[src/rtl/car_drive_pkg.sv]
// Shared encodings for the car_drive plant: engine/door commands, door states and fault codes.
package car_drive_pkg;

  typedef enum logic [1:0] {
    ENG_IDLE = 2'd0,
    ENG_DOWN = 2'd1,
    ENG_UP   = 2'd2,
    ENG_BAD  = 2'd3
  } engine_cmd_t;

  typedef enum logic [1:0] {
    DOOR_IDLE  = 2'd0,
    DOOR_OPEN  = 2'd1,
    DOOR_CLOSE = 2'd2,
    DOOR_BAD   = 2'd3
  } door_cmd_t;

  typedef enum logic [1:0] {
    DS_CLOSED  = 2'd0,
    DS_OPENING = 2'd1,
    DS_OPEN    = 2'd2,
    DS_CLOSING = 2'd3
  } door_state_t;

  localparam logic [2:0] FAULT_NONE        = 3'd0;
  localparam logic [2:0] FAULT_ENGINE_DOOR = 3'd1;
  localparam logic [2:0] FAULT_DOOR_MOVE   = 3'd2;
  localparam logic [2:0] FAULT_LIMIT       = 3'd3;
  localparam logic [2:0] FAULT_ILLEGAL     = 3'd4;

  // When several faults coincide on one edge the lowest code is reported.
  function automatic logic [2:0] pick_fault(input logic interlock, input logic door_reject,
                                            input logic limit, input logic illegal);
    logic [2:0] code;
    code = FAULT_NONE;
    if (interlock)        code = FAULT_ENGINE_DOOR;
    else if (door_reject) code = FAULT_DOOR_MOVE;
    else if (limit)       code = FAULT_LIMIT;
    else if (illegal)     code = FAULT_ILLEGAL;
    return code;
  endfunction

endpackage

[src/rtl/car_drive_door.sv]
// Door actuator: CLOSED->OPENING->OPEN->CLOSING travel with a tick counter and overload interlock.
module car_drive_door
  import car_drive_pkg::*;
#(
  parameter int DOOR_TICKS = 8
) (
  input  logic        clk,
  input  logic        reset,
  input  door_cmd_t   cmd,
  input  logic        at_floor,
  input  logic        overload,
  output door_state_t state,
  output logic        reject
);

  localparam int CW = $clog2(DOOR_TICKS + 1);
  localparam logic [CW-1:0] CNT_LAST = CW'(DOOR_TICKS - 1);
  localparam logic [CW-1:0] CNT_ONE  = CW'(1);

  logic [CW-1:0] cnt;
  logic          open_ok;
  logic          close_ok;

  always_comb begin
    open_ok  = (cmd == DOOR_OPEN) && at_floor;
    close_ok = (cmd == DOOR_CLOSE) && !overload;
    reject   = (cmd == DOOR_OPEN) && !at_floor;
  end

  // The command edge itself moves the door one tick, so a full travel takes DOOR_TICKS edges.
  always_ff @(posedge clk) begin
    if (reset) begin
      state <= DS_CLOSED;
      cnt   <= '0;
    end else begin
      case (state)
        DS_CLOSED: begin
          if (open_ok) begin
            cnt   <= CNT_ONE;
            state <= (CNT_LAST == '0) ? DS_OPEN : DS_OPENING;
          end
        end
        DS_OPENING: begin
          if (close_ok) begin
            cnt   <= cnt - 1'b1;
            state <= (cnt == CNT_ONE) ? DS_CLOSED : DS_CLOSING;
          end else begin
            cnt <= cnt + 1'b1;
            if (cnt == CNT_LAST) state <= DS_OPEN;
          end
        end
        DS_OPEN: begin
          if (close_ok) begin
            cnt   <= cnt - 1'b1;
            state <= (cnt == CNT_ONE) ? DS_CLOSED : DS_CLOSING;
          end
        end
        DS_CLOSING: begin
          // Reversal keeps the current travel so the door reopens from where it is.
          if (open_ok || overload) begin
            state <= DS_OPENING;
          end else begin
            cnt <= cnt - 1'b1;
            if (cnt == CNT_ONE) state <= DS_CLOSED;
          end
        end
        default: begin
          state <= DS_CLOSED;
          cnt   <= '0;
        end
      endcase
    end
  end

endmodule

[src/rtl/car_drive.sv]
// Elevator car plant: timed half-floor motion, door actuator, limit/interlock checks and sticky fault capture.
module car_drive
  import car_drive_pkg::*;
#(
  parameter int BUTTONS_WIDTH  = 8,
  parameter int TICKS_PER_HALF = 16,
  parameter int DOOR_TICKS     = 8,
  parameter int MAX_LOAD       = 200,
  parameter int POS_W          = 4
) (
  input  logic                     clk,
  input  logic                     reset,
  input  logic [1:0]               engine,
  input  logic [1:0]               door,
  input  logic [7:0]               weight,
  output logic [POS_W-1:0]         position,
  output logic                     at_floor,
  output logic [BUTTONS_WIDTH-1:0] level_onehot,
  output logic                     moving,
  output logic [1:0]               door_state,
  output logic                     overload,
  output logic                     fault,
  output logic [2:0]               fault_code
);

  localparam int SW = (TICKS_PER_HALF > 1) ? $clog2(TICKS_PER_HALF) : 1;
  localparam logic [SW-1:0]    STEP_LAST = SW'(TICKS_PER_HALF - 1);
  localparam logic [POS_W-1:0] POS_MAX   = POS_W'(2 * (BUTTONS_WIDTH - 1));

  engine_cmd_t              eng;
  door_cmd_t                dcmd;
  door_state_t              door_st;
  logic                     door_reject;
  logic [SW-1:0]            step_cnt;
  logic                     dir_up;

  logic                     eng_motion;
  logic                     door_wins;
  logic                     f_interlock;
  logic                     f_limit;
  logic                     f_illegal;
  logic                     accept;
  logic                     reversal;
  logic [SW-1:0]            step_base;
  logic [SW-1:0]            step_nxt;
  logic [POS_W-1:0]         pos_nxt;
  logic                     at_floor_nxt;
  logic [BUTTONS_WIDTH-1:0] level_nxt;
  logic [2:0]               fault_nxt;

  assign eng        = engine_cmd_t'(engine);
  assign dcmd       = door_cmd_t'(door);
  assign door_state = door_st;

  car_drive_door #(
    .DOOR_TICKS(DOOR_TICKS)
  ) u_door (
    .clk      (clk),
    .reset    (reset),
    .cmd      (dcmd),
    .at_floor (at_floor),
    .overload (overload),
    .state    (door_st),
    .reject   (door_reject)
  );

  always_comb begin
    eng_motion  = (eng == ENG_UP) || (eng == ENG_DOWN);
    // A same-edge open request at a floor takes priority over starting the motor.
    door_wins   = (dcmd == DOOR_OPEN) && at_floor;
    f_interlock = eng_motion && ((door_st != DS_CLOSED) || door_wins);
    f_limit     = eng_motion && !f_interlock &&
                  (((eng == ENG_UP) && (position == POS_MAX)) ||
                   ((eng == ENG_DOWN) && (position == '0)));
    f_illegal   = (eng == ENG_BAD) || (dcmd == DOOR_BAD);
    accept      = eng_motion && !f_interlock && !f_limit;
    reversal    = moving && (dir_up != (eng == ENG_UP));

    // A reversal edge restarts the half-step as its first tick.
    step_base = reversal ? '0 : step_cnt;
    step_nxt  = '0;
    pos_nxt   = position;
    if (accept) begin
      if (step_base == STEP_LAST) begin
        pos_nxt = (eng == ENG_UP) ? position + 1'b1 : position - 1'b1;
      end else begin
        step_nxt = step_base + 1'b1;
      end
    end

    at_floor_nxt = !pos_nxt[0] && !accept;
    level_nxt    = at_floor_nxt ? (BUTTONS_WIDTH'(1) << pos_nxt[POS_W-1:1]) : '0;
    fault_nxt    = pick_fault(f_interlock, door_reject, f_limit, f_illegal);
  end

  always_ff @(posedge clk) begin
    if (reset) begin
      position     <= '0;
      step_cnt     <= '0;
      dir_up       <= 1'b0;
      moving       <= 1'b0;
      at_floor     <= 1'b1;
      level_onehot <= BUTTONS_WIDTH'(1);
      overload     <= 1'b0;
      fault        <= 1'b0;
      fault_code   <= FAULT_NONE;
    end else begin
      position     <= pos_nxt;
      step_cnt     <= step_nxt;
      moving       <= accept;
      at_floor     <= at_floor_nxt;
      level_onehot <= level_nxt;
      overload     <= int'(weight) > MAX_LOAD;
      if (accept) dir_up <= (eng == ENG_UP);
      if (!fault && (fault_nxt != FAULT_NONE)) begin
        fault      <= 1'b1;
        fault_code <= fault_nxt;
      end
    end
  end

endmodule
[config.mk]
export PLATFORM = sky130hd
export DESIGN_NAME = car_drive
export DESIGN_NICKNAME = d
export VERILOG_FILES = /design/src/rtl/car_drive_pkg.sv /design/src/rtl/car_drive_door.sv /design/src/rtl/car_drive.sv
export SDC_FILE = /design/constraint.sdc
export NUM_CORES = 1
export LEC_CHECK = 0
export CORE_UTILIZATION = 35
export CTS_CLUSTER_SIZE = 30
export DETAILED_ROUTE_END_ITERATION = 8
export HOLD_SLACK_MARGIN = 0.12
export SLEW_MARGIN = 10
export SYNTH_ARGS = -nofsm -noshare
export SYNTH_HDL_FRONTEND = slang
export SYNTH_SLANG_ARGS = --single-unit
[constraint.sdc]
create_clock -name clk -period 3.8 [get_ports clk]
set_clock_uncertainty 0.1 [all_clocks]
set_input_delay 0.76 -clock clk [delete_from_list [all_inputs] [get_ports clk]]
set_output_delay 0.76 -clock clk [all_outputs]
set_load 0.05 [all_outputs]
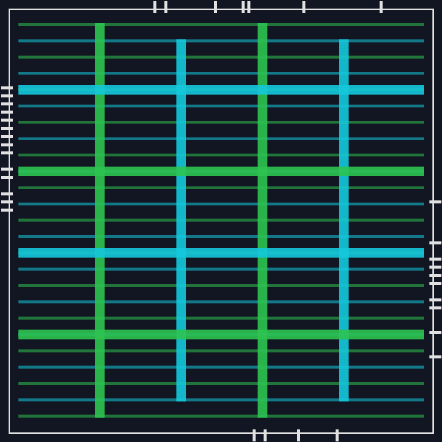
**Above:** run 1 (PDN straps and rails).
Scale: 6 px per micron. Pins as bars on the die edge.
[VDD] cyan
[VSS] green
met4 straps: 4
signal pins: 35
Die X: 70.4 microns
Core Area: 4410 sq um
die outline height: 70.4 microns
worst vdd ir: 0.188 mV

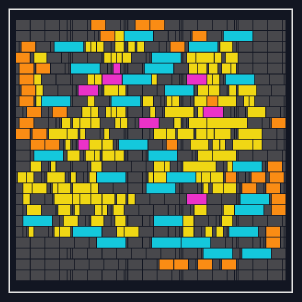
**Above:** run 1 (cells colored by class).
Scale: 4 px per micron. Fill, decap, tap and diode cells in gray.
[flops] cyan | cells: 30
[clock drivers and dummy loads] magenta | cells: 8
[other buffers and delay cells] orange | cells: 37
[combinational and other logic] yellow | cells: 143
number of placement rows: 24
register fraction of the total cell area: 0.281
cell area after layout: 2140 sq um
final core area utilization: 0.484

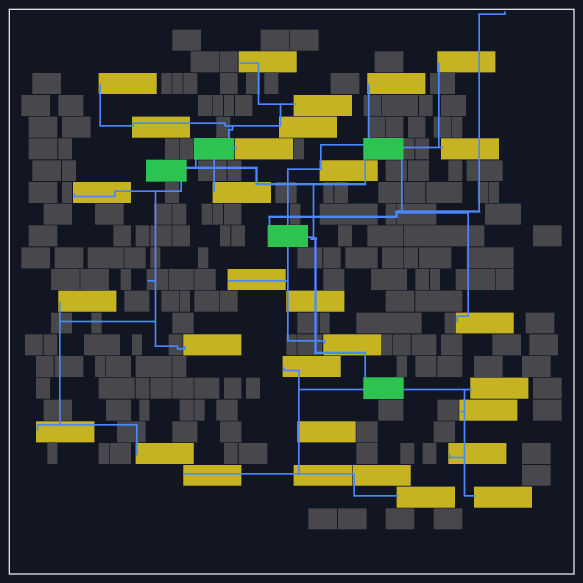
**Above:** run 1 (clock distribution).
Scale: 8 px per micron.
[clock wires] blue | length: 455 microns
[flip-flops] yellow | count: 30
[clock drivers] green | count: 5
routed clock nets: 6
flops lie: all over the die
Clock Power Share: 0.342
power in the clock group: 270 uW
clock latency reported for the late side of the worst-skew pair: 0.28 ns

==> summary.txt, run 1 <==
The synthesis and PnR run went through. Setup TNS after final layout landed at 0 ns. The area fraction of the largest cell type after synthesis is 0.367. Number of unique standard cell types used by synthesis landed at roughly 50. TritonCTS built the clock tree.

Simple-gate share of the synthesized area landed at 0.253. Worst-case setup margin in the final layout landed at ~0.46 ns. Number of nets in the synthesized netlist landed at approximately 200. Smallest hold slack landed at 0.375 ns. The final timing report derives a shortest allowable period of between 3 and 4 ns.

For hold timing, the worst endpoint is fault_code[1]. Summing all multi-input logic gate instances after layout gives 980 sq um. Post-route antenna net violation count landed at 0.

The critical path in this run is classified as input port to register. Buffers added to address setup during post-CTS repair amount to 0. The worst register-to-register path ends at level_onehot[1].

Counting stages on the worst path, the most repeated cell is ha_1. The tree is rooted in a clkbuf_8. Note, the detailed placer reported a final HPWL of ~2.4 mm. Data on the critical path arrives at its endpoint at between 3 and 4 ns. Share of cells above drive strength 1 landed at 0.106. Number of design rule violations left after detail routing landed at 0. Yosys stat counts between 150 and 200 cells in the synthesized netlist.

Stage-log warning count landed at 30. Post-synth the commonest register cell is dfxtp_1. Total count of hold-check failures in the final report landed at 0. Leakage power landed at around 0.00078 uW. Final max-slew violation count landed at 0. Number of ports placed on the die boundary landed at 35.

Clock transition at the register clock pins on the worst setup and hold paths after CTS landed at approximately 0.060 ns. STA classifies the critical path endpoint as a register. Count of buffers from port buffering landed at 34. Number of cells traversed by the worst hold path landed at 2. H-tree level count landed at 2. CTS reports a maximum clock tree buffer depth of 2. Setup repair after global routing left no endpoint under its margin. Note that the worst hold path type here is register to register. In this design, the stage delay of the slowest critical-path cell is 0.53 ns.

Fraction of the yosys area taken by sequential cells landed at 0.367. The chip occupies ~5000 sq um. The final antenna diode tally reported by the flow is 0.

Compound-gate portion of the synthesized area landed at 0.186. The total overflow left after global routing is 0. For the worst min-delay path, the startpoint reported by OpenROAD is fault_code[1]. Relative slew slack landed at 0.592.

Yosys reports the multiplexer fraction of the synthesized area as 0.0260. Reported max-cap violation count landed at 0. The pin closest to its max-slew limit shows a slew of 0.611 ns.

Required arrival time at the worst endpoint landed at just under 4 ns. Before any placement, the netlist area is recorded as around 1600 sq um. Among all cell types in the netlist, the one instantiated most often is dfxtp_1. The report lists the cells along the critical path as clkdlybuf4s50_1, ha_1, inv_1, ha_1, and3_4, or3_4, a2111oi_4, xnor2_2, nor3b_1. The run finished with clean final reports. Final weighted congestion in routability-driven placement landed at between 0.7 and 0.8. The synthesis report lists the most area-consuming cells as dfxtp_1, ha_1, a21oi_1, nor2_1, nor3b_1. The synthesized design contains 30 register bits.

Count of final setup violators landed at 0. Pre-CTS worst setup slack landed at roughly 0.17 ns. The critical path's slowest stage uses the library cell clkdlybuf4s50_1.

In the floorplan report the effective utilization is 0.371. The finished layout holds approximately 270 standard cells, fillers aside. For the worst reg-to-reg path, the startpoint reported by OpenROAD is position[2]. Number of design-rule violations left by the first detailed-router iteration landed at ~64. The number of global-route vias before repair was between 1000 and 1500. The worst register-to-register path depth is 6. Layout net count landed at 241. Post-route clock period utilization landed at 0.880.

Instance count after placement with tap cells included landed at around 260. In the global route stage, overall resource usage came out at 0.153. Counting instances in the post-synthesis netlist gives the leading cell types as dfxtp_1, nor2_1, a21oi_1.

Maximum number of pins on one net before global-route repair landed at 24. Summing all flip-flop and latch instances after layout gives roughly 600 sq um. Via density per instance landed at 5.16. By area, the combinational part of the netlist is dominated by simple AND/OR/NAND/NOR gates. In this run, the synthesized area fraction spent on xor and xnor cells is recorded as 0.0527. Power density over cell area landed at ~370 nW/um^2. After detailed routing, the average wire length per cell comes to about 12 microns. For this block, the routed nets add up to around 3.3 mm of wire. Compared with the post-synthesis result, the final layout area differs by 30.5%. Counting the fill cells in the layout gives about 430. According to the Yosys statistics, the synthesized design has a chip area of 1640 sq um. The worst setup path is launched from an input port.

Initial antenna violation count landed at 0. Count of flip-flops with a built-in enable after synthesis landed at 0. The first global-routing pass estimated just over 6 mm of wire.

Looking at the critical path, the highest net fanout was 9. Count of yosys warnings during synthesis landed at 0. Async set or reset register ratio after synthesis landed at 0. The report puts the hold buffer count at CTS at 0. Total number of vias landed at ~1400. After layout, the design draws a total of around 790 uW. The number of clock sinks came to 30. Adder and majority cell fraction of the synthesized area landed at 0.0810. Internal reg-to-reg setup slack landed at ~1.4 ns. Synthesized instance count landed at roughly 180. Number of buffers added by the clock tree synthesis step landed at 5. Once the clock tree was built, the resizer swapped 0 gates to a different size. Static timing analysis puts the maximum clock frequency at between 200 and 300 MHz.

First-pass iteration count of the detailed router landed at 4. Average cell area after synthesis landed at slightly above 9 sq um. dfxtp_1 takes more of the synthesized area than any other cell.
run 1: cell type report:
type / count / area share
multi-input cells: 134 / 0.458
flip-flops and latches: 30 / 0.281
repair buffers: 37 / 0.170
clock buffers: 6 / 0.0386
well taps: 52 / 0.0304
inverters: 9 / 0.0158
clock inverters: 2 / 0.00585
run 1: critical path: cells and delay by family:
family                     cells  cell delay (ns)
xor gates and xnor gates       1             0.23
and+or+nand+nor                3             0.79
AOI/OAI and AO/OA              1             0.40
adders and majority gates      2             0.62
buffers and inverters          2             0.66
run 1: where the power goes:
group	internal (uW)	total [uW]	switching [uW]	leakage, uW
clock	145	270	125	0.0000472
combinational	73.2	170	96.5	0.000484
sequential	330	350	20.6	0.000244
run 1: per-stage QoR:
| step | cell area [sq um] | util |
|---|---|---|
| floorplan | 1640 | - |
| finish | 2140 | 0.484 |
| global route | 2140 | 0.484 |
| CTS | 2140 | 0.484 |
| global placement | 2040 | 0.463 |
| detailed placement | 2040 | 0.463 |
run 1: placed cells by master (no fill, tap or decap), types with 6 or more instances in the layout:
| cell type | count |
|---|---|
| clkdlybuf4s50_1 | 34 |
| a21oi_1 | 12 |
| nor2_1 | 15 |
| nor3_1 | 10 |
| inv_1 | 9 |
| nand2_1 | 9 |
| dfxtp_1 | 30 |
| nor3b_1 | 7 |
| clkbuf_8 | 6 |
| ha_1 | 9 |
run 1: cells by family (layout without fill, tap and decap cells):
group / count (synthesis) / after routing
AOI/OAI and AO/OA: 41 / 41
xor gates and xnor gates: 9 / 9
adders and majority gates: 10 / 10
buffers and inverters: 15 / 54
DFF: 30 / 30
muxes: 3 / 3
and+or+nand+nor: 71 / 71
run 1: registers in the layout, indices dropped and copies added, names as in the netlist:
register      count
u_door.cnt        4
step_cnt          4
position          4
fault_code        3
level_onehot      8
overload          1
moving            1
at_floor          1
u_door.state      2
dir_up            1
fault             1
run 1: metal layers:
layer  GRT usage  wire, microns  vias to the layer above  part of all wire
li1            -              -                      716                 -
met1       0.208           1660                      636              0.50
met2       0.233           1470                       40              0.44
met3      0.0447            176                        2             0.053
met4      0.0489             14                        0            0.0042
met5           0              0                        -                 0
run 1: worst max path at each step:
stage | start | to | slack [ns] | cells past startpoint
floorplan | engine[0] | level_onehot[2] | 0.85 | 9
global placement | engine[1] | level_onehot[1] | 0.14 | 9
detailed placement | engine[1] | level_onehot[2] | 0.17 | 9
CTS | engine[1] | level_onehot[1] | 0.46 | 9
global route | engine[0] | level_onehot[4] | 0.28 | 12
finish | engine[1] | level_onehot[1] | 0.46 | 9
==> inputs of run 2 (changes only) <==
--- a/config.mk
+++ b/config.mk
@@ -5,10 +5,13 @@
 export SDC_FILE = /design/constraint.sdc
 export NUM_CORES = 1
 export LEC_CHECK = 0
+export CELL_PAD_IN_SITES_DETAIL_PLACEMENT = 1
+export CELL_PAD_IN_SITES_GLOBAL_PLACEMENT = 1
 export CORE_UTILIZATION = 35
 export CTS_CLUSTER_SIZE = 30
 export DETAILED_ROUTE_END_ITERATION = 8
 export HOLD_SLACK_MARGIN = 0.12
+export PLACE_DENSITY_LB_ADDON = 0.1
 export SLEW_MARGIN = 10
 export SYNTH_ARGS = -nofsm -noshare
 export SYNTH_HDL_FRONTEND = slang
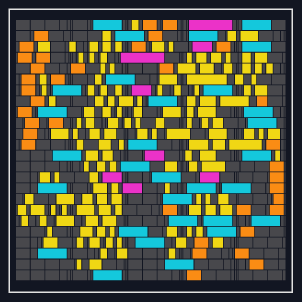
**Above:** run 2 (cells colored by class).
Scale: 4 px per micron. Fill, decap, tap and diode cells in gray.
register fraction of the total cell area: 0.276
final core area utilization: 0.493
cell area after layout: 2180 sq um

==> run 2 against run 1 <==
Die area is the same. Synthesized cell count is the same. Flip-flop count is the same. Final cell count down 0.37%. Clock-buffer cell count unchanged. Combinational power about the same. First-iteration DRC count is 16% lower. Clock power increased by about 50%. Setup slack lost 0.13 ns. Critical path depth increased by 3. Wire length increased by 21%. Critical path type unchanged. Critical endpoint is now level_onehot[4]. Largest cell class unchanged. Largest power group is now clock.
==> summary.txt, run 2 <==
The synthesis and PnR run went through. The clock transition at the register clock pins on the worst setup and hold paths after CTS came to 0.07 ns (about the same). Delay of the slowest cell on the worst path landed at 0.53 ns (about the same). The final max-slew violation count was 0 (unchanged). The cell-internal power is 683 uW (+25%). The worst voltage drop across the vdd grid is 0.153 mV (-19%). Walking the worst path, the cells encountered are clkdlybuf4s50_1, inv_1, ha_1, xor2_1, nand2_1, and2_1, ha_1, nand3_1, a21o_1, nor3_2, mux2i_4, nor3b_1. Global routing met2 resource utilization landed at 0.306 (+0.0730). Leaving out fill and tap cells, the most frequent cells in the layout are clkdlybuf4s50_1, dfxtp_1, nor2_1, a21oi_1, nor3_1.

Via density per instance landed at 5.30 (+2.7%). Detail-routed net length per standard cell landed at 14.9 microns (+21%). Looking at the gate-level netlist, the highest instance count belongs to dfxtp_1. The number of design rule violations left after detail routing came to 0 (unchanged). Count of yosys warnings during synthesis landed at 0 (unchanged). Count of flip-flops with a built-in enable after synthesis landed at 0 (unchanged). The part of the power in the clock network is 0.436 (+0.094). Global-route wire length before repair landed at 6.77 mm (+11%). The slew at the pin with the worst max-slew slack is 0.635 ns (+0.0239 ns). Leakage power landed at 0.000796 uW (+2.6%). Synthesis-to-finish area growth landed at 32.9%. STA classifies the critical path startpoint as an input port. The final weighted congestion in routability-driven placement was 0.757 (-1.8%).

The setup TNS after final layout came to 0 ns (unchanged). Final global-route overflow total landed at 0 (unchanged). Fmax landed at 288 MHz (-3.7%). The fraction of the yosys area taken by sequential cells is 0.367 (unchanged). Maximum number of pins on one net before global-route repair landed at 25 (+4.2%).

Async set or reset register ratio after synthesis landed at 0 (unchanged). Cts-stage hold buffer count landed at 0 (unchanged). For reference, the top cells by area after synthesis are dfxtp_1, ha_1, a21oi_1, nor2_1, nor3b_1. Looking at the setup timing report, the critical path kind is input port to register.

Footprint of the flip-flops and latches landed at 601 sq um (unchanged). Looking at the global route congestion table, the highest-usage layer is met2. Met3 routing resource usage after global routing landed at 0.0375 (-0.00722). The root buffer cell chosen for the clock tree is clkbuf_8. Number of global-route vias before repair landed at 1489 (+8.0%). The average cell area after synthesis came to 9.15 sq um (unchanged).

Total placed instance area landed at 2030 sq um (-0.37%). Fill cell instance count of the final layout landed at 518 (+20%). The first-pass iteration count of the detailed router is 4 (unchanged). The worst-case setup margin in the final layout is 0.328 ns (-0.129 ns). The fraction of power consumed by sequential logic was 0.378 (-0.065). Worst-case clock buffer depth landed at 2 (unchanged). dfxtp_1 takes more of the synthesized area than any other cell. The relative slew slack is 0.576 (-0.0159). Total count of hold-check failures in the final report landed at 0 (unchanged).

Number of ports placed on the die boundary landed at 35 (unchanged). The worst-path maximum fanout was 9 (unchanged). Total die size landed at 4960 sq um (unchanged). Total routed wirelength landed at 4.02 mm (+21%). Critical path arrival landed at 3.57 ns (+0.13 ns). The switching share of power was 0.265 (-0.0413). Count of final setup violators landed at 0 (unchanged). The run finished with clean final reports. TritonCTS built the clock tree. The cell that appears most often on the critical path is ha_1. The share of cells above drive strength 1 was 0.101 (-0.00412).

The shortest period the worst path allows was 3.47 ns (+0.129 ns). The overall power after layout was 929 uW (+18%). Counting flops per register, the top entry is level_onehot. Number of design-rule violations left by the first detailed-router iteration landed at 54 (-16%). The path class of the tightest hold or removal check is register to register. Leaving out fill and tap cells, the most frequent cell in the layout is clkdlybuf4s50_1.

Post-route clock period utilization landed at 0.914 (+0.0341). The antenna diode instance count is 0 (unchanged). Initial antenna violation count landed at 0 (unchanged). Initial core utilization landed at 0.371 (unchanged). Among all stages on the critical path, the largest delay is contributed by clkdlybuf4s50_1.

The net switching power came to 246 uW (+1.7%). Setup repair after global routing left no endpoint under its margin. The H-tree level count is 2 (unchanged). The met1 track demand over resource is 0.198 (-0.00995).

Area share of the largest cell type after synthesis landed at 0.367 (unchanged). The power density over cell area is 427 nW/um^2 (+15%). The chip width is 70.4 microns (unchanged).

The flip-flop count of the largest register after layout was 8 (unchanged). Clock network latency to the later pin of the worst-skew pair landed at 0.28 ns (about the same). The clock sink count was 30 (unchanged).

The post-CTS repair timing setup buffer count was 0 (unchanged). The placeable core region is 4410 sq um (unchanged). The aggregate global-route resource usage came to 0.171 (+0.0175).
## run 2: netlist changes by cell type in the layout (fill, tap and decap cells not counted)
cell,previous run,this run
clkinv_2,1,0
bufinv_16,0,2
clkinvlp_4,1,0
buf_4,3,2
## run 2: layout make-up
| cell class | instances | share of cell area |
|---|---|---|
| Timing Repair Buffer | 36 | 0.163 |
| Tap cell | 52 | 0.0299 |
| Inverter | 9 | 0.0155 |
| Clock buffer | 6 | 0.0379 |
| Clock inverter | 2 | 0.0276 |
| Multi-Input combinational cell | 134 | 0.450 |
| Sequential cell | 30 | 0.276 |
## run 2: metal layers
metal / wire (microns) / vias to the layer above
li1: - / 715
met5: 0 / -
met4: 48 / 0
met1: 1820 / 680
met3: 133 / 4
met2: 2020 / 28
## run 2: final timing paths
path	from	to	slack (ns)	cells after the start
max	engine[0]	level_onehot[4]	0.33	12
min reg2reg	fault_code[1]	fault_code[1]	0.39	2
min	fault_code[1]	fault_code[1]	0.39	2
max reg2reg	position[2]	level_onehot[1]	1.34	6
## run 2: power groups by stage
stage	Clock [uW]	Combinational, uW	Sequential [uW]
floorplan	0	99.3	377
global placement	0	168	357
detailed placement	0	174	358
CTS	415	175	351
global route	425	189	354
finish	405	173	351
## run 2: through the flow
step,cells,hold WS [ns],util
floorplan,179,0.377,-
global placement,261,0.363,0.461
detailed placement,261,0.383,0.461
CTS,269,0.394,0.493
global route,269,0.406,0.493
finish,269,0.387,0.493
## run 2: worst max-delay path: cells and delay by family
| family | cells | cell delay [ns] |
|---|---|---|
| AND/OR/NAND/NOR | 5 | 0.91 |
| AND-OR/OR-AND | 1 | 0.21 |
| buffers and inverters | 2 | 0.59 |
| XOR/XNOR | 1 | 0.20 |
| multiplexers | 1 | 0.42 |
| adder cells (fa/ha/maj) | 2 | 0.46 |
## run 2: kinds of logic (layout without fill, tap and decap cells)
group                    Yosys count  after routing  share of synthesized area
AND-OR/OR-AND                     41             41                      0.186
buffers and inverters             15             53                     0.0351
AND/OR/NAND/NOR                   71             71                      0.253
XOR/XNOR                           9              9                     0.0527
adder cells (fa/ha/maj)           10             10                     0.0810
flip-flops                        30             30                      0.367
multiplexers                       3              3                     0.0260
==> inputs of run 3 (changes only) <==
--- a/config.mk
+++ b/config.mk
@@ -10,6 +10,7 @@
 export CORE_UTILIZATION = 35
 export CTS_CLUSTER_SIZE = 30
 export DETAILED_ROUTE_END_ITERATION = 8
+export GPL_TIMING_DRIVEN = 0
 export HOLD_SLACK_MARGIN = 0.12
 export PLACE_DENSITY_LB_ADDON = 0.1
 export SLEW_MARGIN = 10
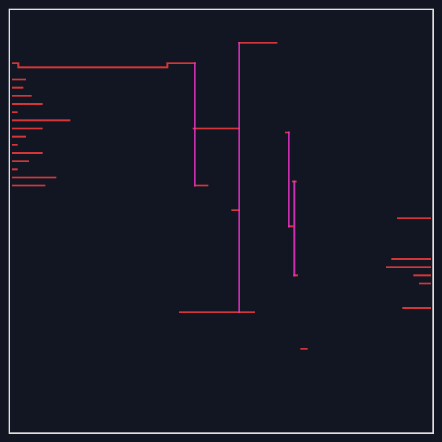
**Above:** run 3 (routed metal, one color a layer).
Scale: 6 px per micron. Two of the layers only.
[metal 3] red | wire length: 141 microns
[metal 4] magenta | wire length: 96.6 microns
combined global-route utilization of all metal layers: 0.181
total number of vias: 1462
post-DR wirelength/cell: 14.9 microns
wire length reported by the detailed router: 4.05 mm

==> run 3 against run 2 <==
Via count is 2.5% higher. Final cell count is 0.74% higher. Combinational power is 9% higher. First-iteration DRC count is 41% lower. Synthesized cell count stayed put. Die area stayed put. Maximum frequency is 1.1% higher. Register-to-register slack better by 0.05 ns. Global-route usage is 1.0 points higher. Critical path type unchanged.
==> summary.txt, run 3 <==
The synthesis and PnR run went through. The flow ran to the end, and the final reports show no timing, DRC or antenna violations. Post-route cell area landed at 2130 sq um (-2.1%). The shortest period the worst path allows came to 3.44 ns (-0.0365 ns). After the last flow step, the layout net total stands at roughly 240.

The clock sink count was 30 (unchanged). Final cell utilization of the core landed at 0.483 (-0.0102). Power density over cell area landed at 366 nW/um^2 (-14%). The library cell used most frequently in the layout, excluding fill and tap cells, is clkdlybuf4s50_1. Summing every instance area after synthesis gives around 1600 sq um. Per STA, the endpoint of the critical path is level_onehot[4]. Setup repair after global routing left no endpoint under its margin.

The part of the power in the clock network came to 0.319 (-0.117). The report counts max-capacitance violations totalling 0. The area recorded from the Yosys report for this design is ~1600 sq um. Share of cells above drive strength 1 landed at 0.0868 (-0.0146). The setup path with the least slack is of type input port to register.

The average cell area after synthesis is 9.15 sq um (unchanged). Per STA, the library cell used most along the worst path is ha_1. The cell-internal power is 545 uW (-20%). Looking at the clock tree report, the root buffer type is clkbuf_8. Multi-input logic area landed at 986 sq um. Via density per instance landed at 5.39 (+1.7%). Instance count after placement with tap cells included landed at 265 (+1.5%).

Count of final setup violators landed at 0 (unchanged). From bottom edge to top edge, the die measures 70.4 microns. Synthesis-to-finish area growth landed at 30.2%. Fmax landed at 291 MHz (+1.1%). For reference, the critical path is launched at engine[0]. STA classifies the critical path endpoint as a register. Flop and latch count out of synthesis landed at 30.

For reference, the top cells by area after synthesis are dfxtp_1, ha_1, a21oi_1, nor2_1, nor3b_1. The internal reg-to-reg setup slack came to 1.39 ns (+0.05 ns). Number of ports placed on the die boundary landed at 35 (unchanged).

Total of cells resized after clock tree synthesis landed at 0. CTS added clock buffers totalling 5. Net switching power landed at 236 uW (-4.2%). The fill cell instance count of the final layout was 513 (-0.97%). The relative slew slack was 0.565 (-0.0114). In this run the tool buffered the top-level ports with 34 buffer cells. Worst voltage drop across the vdd grid landed at 0.139 mV (-9.0%). Among all stages on the critical path, the largest delay is contributed by clkdlybuf4s50_1.

The commonest register cell is dfxtp_1. The post-CTS repair timing setup buffer count came to 0 (unchanged). Count of yosys warnings during synthesis landed at 0 (unchanged).

The report lists the cells along the critical path as clkdlybuf4s50_1, inv_1, ha_1, xor2_1, nand2_1, and2_1, ha_1, nand3_1, a21o_1, nor3_4, mux2i_4, nor3b_1. Per the timing report, the most critical flop-to-flop path finishes at level_onehot[2]. Initial antenna violation count landed at 0 (unchanged). Worst-case clock buffer depth landed at 2 (unchanged). Counting instances in the post-synthesis netlist gives the leading cell types as dfxtp_1, nor2_1, a21oi_1. Sorting the Yosys area breakdown by cell type puts at the top dfxtp_1.

TritonCTS built the clock tree. The async set or reset register ratio after synthesis was 0 (unchanged). Delay of the slowest cell on the worst path landed at 0.52 ns (about the same). For the worst reg-to-reg path, the startpoint reported by OpenROAD is position[1]. The initialized floorplan defines 24 standard-cell rows. Worst-path maximum fanout landed at 9 (unchanged). Switching share of power landed at 0.302 (+0.0371). The final global-route overflow total is 0 (unchanged).

Post-route clock period utilization landed at 0.904 (-0.00961). In the post-synthesis netlist, the cell with the most instances is dfxtp_1. Number of unique standard cell types used by synthesis landed at ~50.

The number of design rule violations left after detail routing is 0 (unchanged). The tool warning count for the run is 30. Total count of hold-check failures in the final report landed at 0 (unchanged). Footprint of the flip-flops and latches landed at 601 sq um (unchanged).

Post-route antenna net violation count landed at 0. The total placed instance area was 2040 sq um (+0.43%). Number of design-rule violations left by the first detailed-router iteration landed at 32 (-41%). Number of nets in the synthesized netlist landed at between 200 and 250. In this run the worst hold path is classified as register to register.

Worst reg-to-reg path cell count landed at 6 (unchanged). The cts-stage hold buffer count is 0 (unchanged). The count of flip-flops with a built-in enable after synthesis was 0 (unchanged). Maximum number of pins on one net before global-route repair landed at 11 (-56%). The fraction of the yosys area taken by sequential cells was 0.367 (unchanged). The global-route wire length before repair is 7.11 mm (+5.1%). Final weighted congestion in routability-driven placement landed at 0.809 (+6.9%).

Total die size landed at 4960 sq um (unchanged). Count of instantiated cells in the yosys netlist landed at between 150 and 200. The clock network latency to the later pin of the worst-skew pair came to 0.27 ns (about the same). More flip-flops sit in one register than any other, and that register is level_onehot. The worst setup path is launched from an input port.

The power report attributes to the combinational group a share of 0.241. Initial core utilization landed at 0.371 (unchanged). The chip width is 70.4 microns (unchanged).

Fraction of power consumed by sequential logic landed at 0.441 (+0.063). The placeable core region came to 4410 sq um (unchanged). Detailed placer's ending HPWL landed at about 3 mm. Number of global-route vias before repair landed at 1557 (+4.6%). Leakage power landed at 0.000768 uW (-3.5%).

Slew at the pin with the worst max-slew slack landed at 0.652 ns (+0.0171 ns). The final max-slew violation count came to 0 (unchanged). Flip-flop count of the largest register after layout landed at 8 (unchanged). The H-tree level count came to 2 (unchanged). Overall power after layout landed at 781 uW (-16%). Antenna diode instance count landed at 0 (unchanged).

Synthesized instance count landed at 179. In the layout the commonest cells are clkdlybuf4s50_1, dfxtp_1, nor2_1, a21oi_1, nor3_1. First-pass iteration count of the detailed router landed at 4 (unchanged).

Non-filler instance count after layout landed at 271 (+0.74%). The critical path endpoint has a required time of 3.89 ns. Area share of the largest cell type after synthesis landed at 0.367 (unchanged).

Critical path arrival landed at 3.53 ns (-0.04 ns). Clock transition at the register clock pins on the worst setup and hold paths after CTS landed at 0.06 ns (about the same).
run 3: per-stage QoR:
| step | hold slack (ns) | setup TNS, ns | setup WS, ns |
|---|---|---|---|
| global placement | 0.363 | 0 | 0.0939 |
| CTS | 0.389 | 0 | 0.239 |
| global route | 0.424 | 0 | 0.101 |
| detailed placement | 0.380 | -0.0984 | -0.0472 |
| finish | 0.383 | 0 | 0.365 |
| floorplan | 0.377 | 0 | 0.852 |
run 3: power by group through the flow:
| stage | sequential, uW | combinational [uW] | clock, uW |
|---|---|---|---|
| floorplan | 377 | 99.3 | 0 |
| global placement | 350 | 178 | 0 |
| detailed placement | 351 | 188 | 0 |
| CTS | 344 | 189 | 257 |
| global route | 347 | 204 | 275 |
| finish | 344 | 188 | 249 |
run 3: logic make-up after synthesis:
kind of cell	synth area share
AND/OR/NAND/NOR	0.253
AND-OR/OR-AND	0.186
flip-flops	0.367
buffers and inverters	0.0351
adder cells (fa/ha/maj)	0.0810
XOR/XNOR	0.0527
multiplexers	0.0260
run 3: routing by layer:
| metal | track usage | part of all wire | vias up |
|---|---|---|---|
| li1 | - | - | 721 |
| met1 | 0.199 | 0.43 | 699 |
| met2 | 0.328 | 0.51 | 32 |
| met3 | 0.0418 | 0.035 | 10 |
| met4 | 0.0800 | 0.024 | 0 |
| met5 | 0 | 0 | - |
run 3: layout make-up:
| type | count | area share |
|---|---|---|
| Buffer | 6 | 0.0112 |
| Clock buffer | 6 | 0.0387 |
| Inverter | 9 | 0.0158 |
| Multi-Input combinational cell | 134 | 0.462 |
| Sequential cell | 30 | 0.282 |
| Tap cell | 52 | 0.0305 |
| Timing Repair Buffer | 34 | 0.160 |
run 3: worst max-delay path: cells and delay by family:
family / cells / cell delay (ns)
multiplexers: 1 / 0.41
buffers and inverters: 2 / 0.59
adder cells (fa/ha/maj): 2 / 0.46
AND-OR/OR-AND: 1 / 0.23
AND/OR/NAND/NOR: 5 / 0.88
XOR/XNOR: 1 / 0.19
run 3: worst min-delay path by stage:
stage | start | end | slack [ns] | cells after the start
detailed placement | fault_code[1] | fault_code[1] | 0.38 | 2
finish | fault_code[1] | fault_code[1] | 0.38 | 2
global route | fault_code[0] | fault_code[0] | 0.42 | 2
floorplan | dir_up | dir_up | 0.38 | 2
global placement | fault_code[1] | fault_code[1] | 0.36 | 2
CTS | fault_code[1] | fault_code[1] | 0.39 | 2
Power is estimated from default activity; no workload was simulated.
